pdn.png
The bar under the picture is 100 µm long. Pins as bars on the die edge. Tap cells in grey.
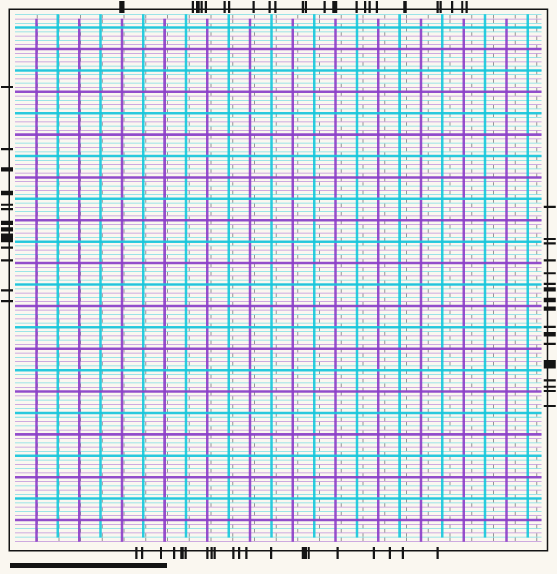
final_placement.png
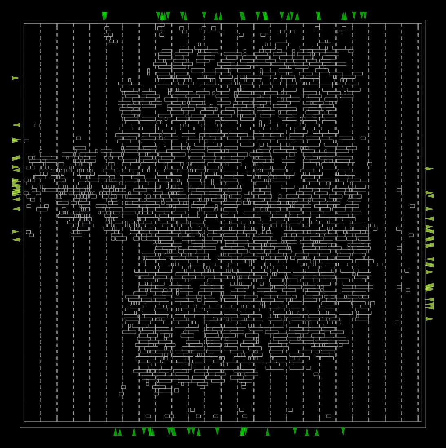
registers.png
The bar under the picture is 100 µm long. Other sequential cells in the stronger grey, the rest of the logic in the fainter grey.
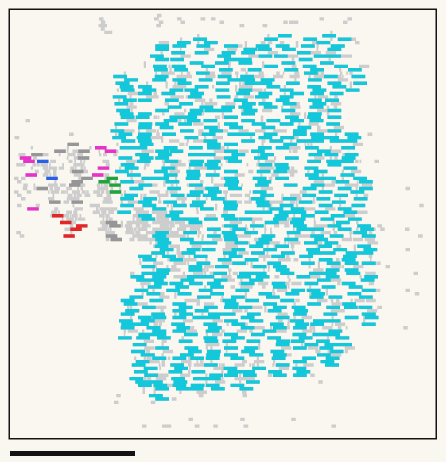
port_nets.png
The bar under the picture is 100 µm long.
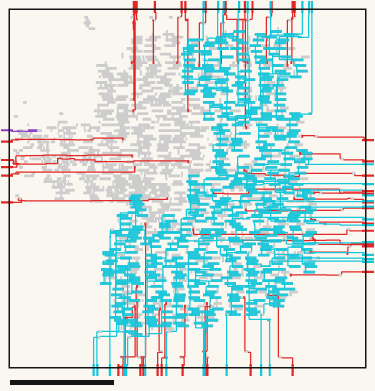
density.png
The bar under the picture is 100 µm long. 34 x 34 tiles, from white (low) to dark blue (high), 0 to 100% covered.
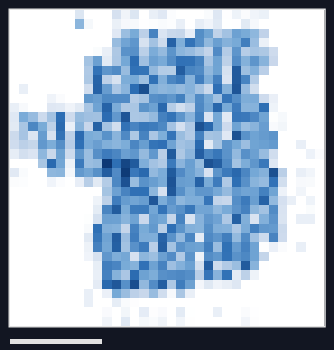
Design led_stream_capture, sky130hd; sources not shown.
==> run_results.csv <==
group,metric,value,unit
final_timing,finalSetupTns,0,ns
detailed_routing,wl_per_cell,21.5,µm
worst_setup_path,ff2ff_setup_slack,3.70,ns
synthesis,ys_seq_share,77.4,%
final_timing,maxSlewHeadroom,31.7,%
synthesis,ys_ff,723,
final_layout,buf_share,6.23,%
final_layout,dominant_cells,"registers",
job,drv_cap,0,
detailed_routing,routed.top_layer,"met5",
worst_setup_path,crit_chain,"buf_2 -> clkbuf_1 -> buf_2 -> mux4_2 -> a22oi_1 -> nand2_1 -> clkdlybuf4s50_1",
run_status,status,"complete, no violations",
global_routing,antenna_found_initial,6,
worst_setup_path,rr_worst_depth,11,
final_layout,area_delta_synth_final,19.4,%
global_routing,grt.total_usage,12.1,%
final_timing,fin_crit_sh,85.0,%
detailed_routing,routed_wl,69.6,mm
final_timing,skew,0.130,ns
clock_tree,clk_pin_slew,0.09,ns
worst_setup_path,slowest_stage,"clkbuf_1",
About pdn.png:
Key: VDD = cyan; VSS = purple
1,500 tap cells. 24 straps on met5.
VDD IR-drop max: 0.139 mV
chip width: 341 µm
CORE AREA: 112,000 µm²
chip height: 343 µm

About final_placement.png:
row cnt: 123
Util after Layout: 29.7%
Final Non-Filler Cells: 3,232

About registers.png:
Key: led_prev = magenta [flops 8]; fill = red [flops 5, where middle left]; rd_ptr = green [flops 4, where middle left]; u_ram/mem = cyan [flops 688]; state = blue [flops 2]
Another 16 sequential cells are not coloured.
sequential cell area: 21,500 µm²
Seq. pwr: 4740 µW
proportion of cell area occupied by registers: 64.8%

About port_nets.png:
Key: cnt_i = cyan [direction input, end cells 512, buffers 32, wire 6,710 µm]; rd_data_o = red [direction output, end cells 43, buffers 43, wire 3,660 µm]; trig_ext_o = purple [direction output, end cells 1, buffers 1, wire 31.0 µm]
I/O Buffers: 96
IO Count: 97

About density.png:
The fullest tile reaches 97%. 40% of the tiles are nearly empty. The densest ninth of the die: centre. The emptiest ninth of the die: lower left. 4.8% of the tiles are over 75% full. The mean over all tiles is 27%.
fp util: 24.9%

## layout by cell type, fill, tap and decap left out, drive strengths merged, types with 13 or more instances in the layout
master and count:
edfxtp 688, clkbuf 295, mux4 172, clkdlybuf4s50 95, a22oi 86, buf 81, nand2 47, nor2 41
dfrtp 35, clkinv 34, xnor2 19, inv 18, ha 16, o21ai 13
## per-layer routing
metal / GRT usage [%] / up-vias
li1: - / 6097
met1: 15.2 / 7472
met2: 20.4 / 405
met3: 2.97 / 92
met4: 3.66 / 2
met5: 0 / -
## tightest hold or removal path, cell delays in order, from the launching register on
cell and delay (ns):
dfrtp_1 0.35, o21ai_1 0.06, o21ai_1 0.07
Power and IR drop assume default switching activity.
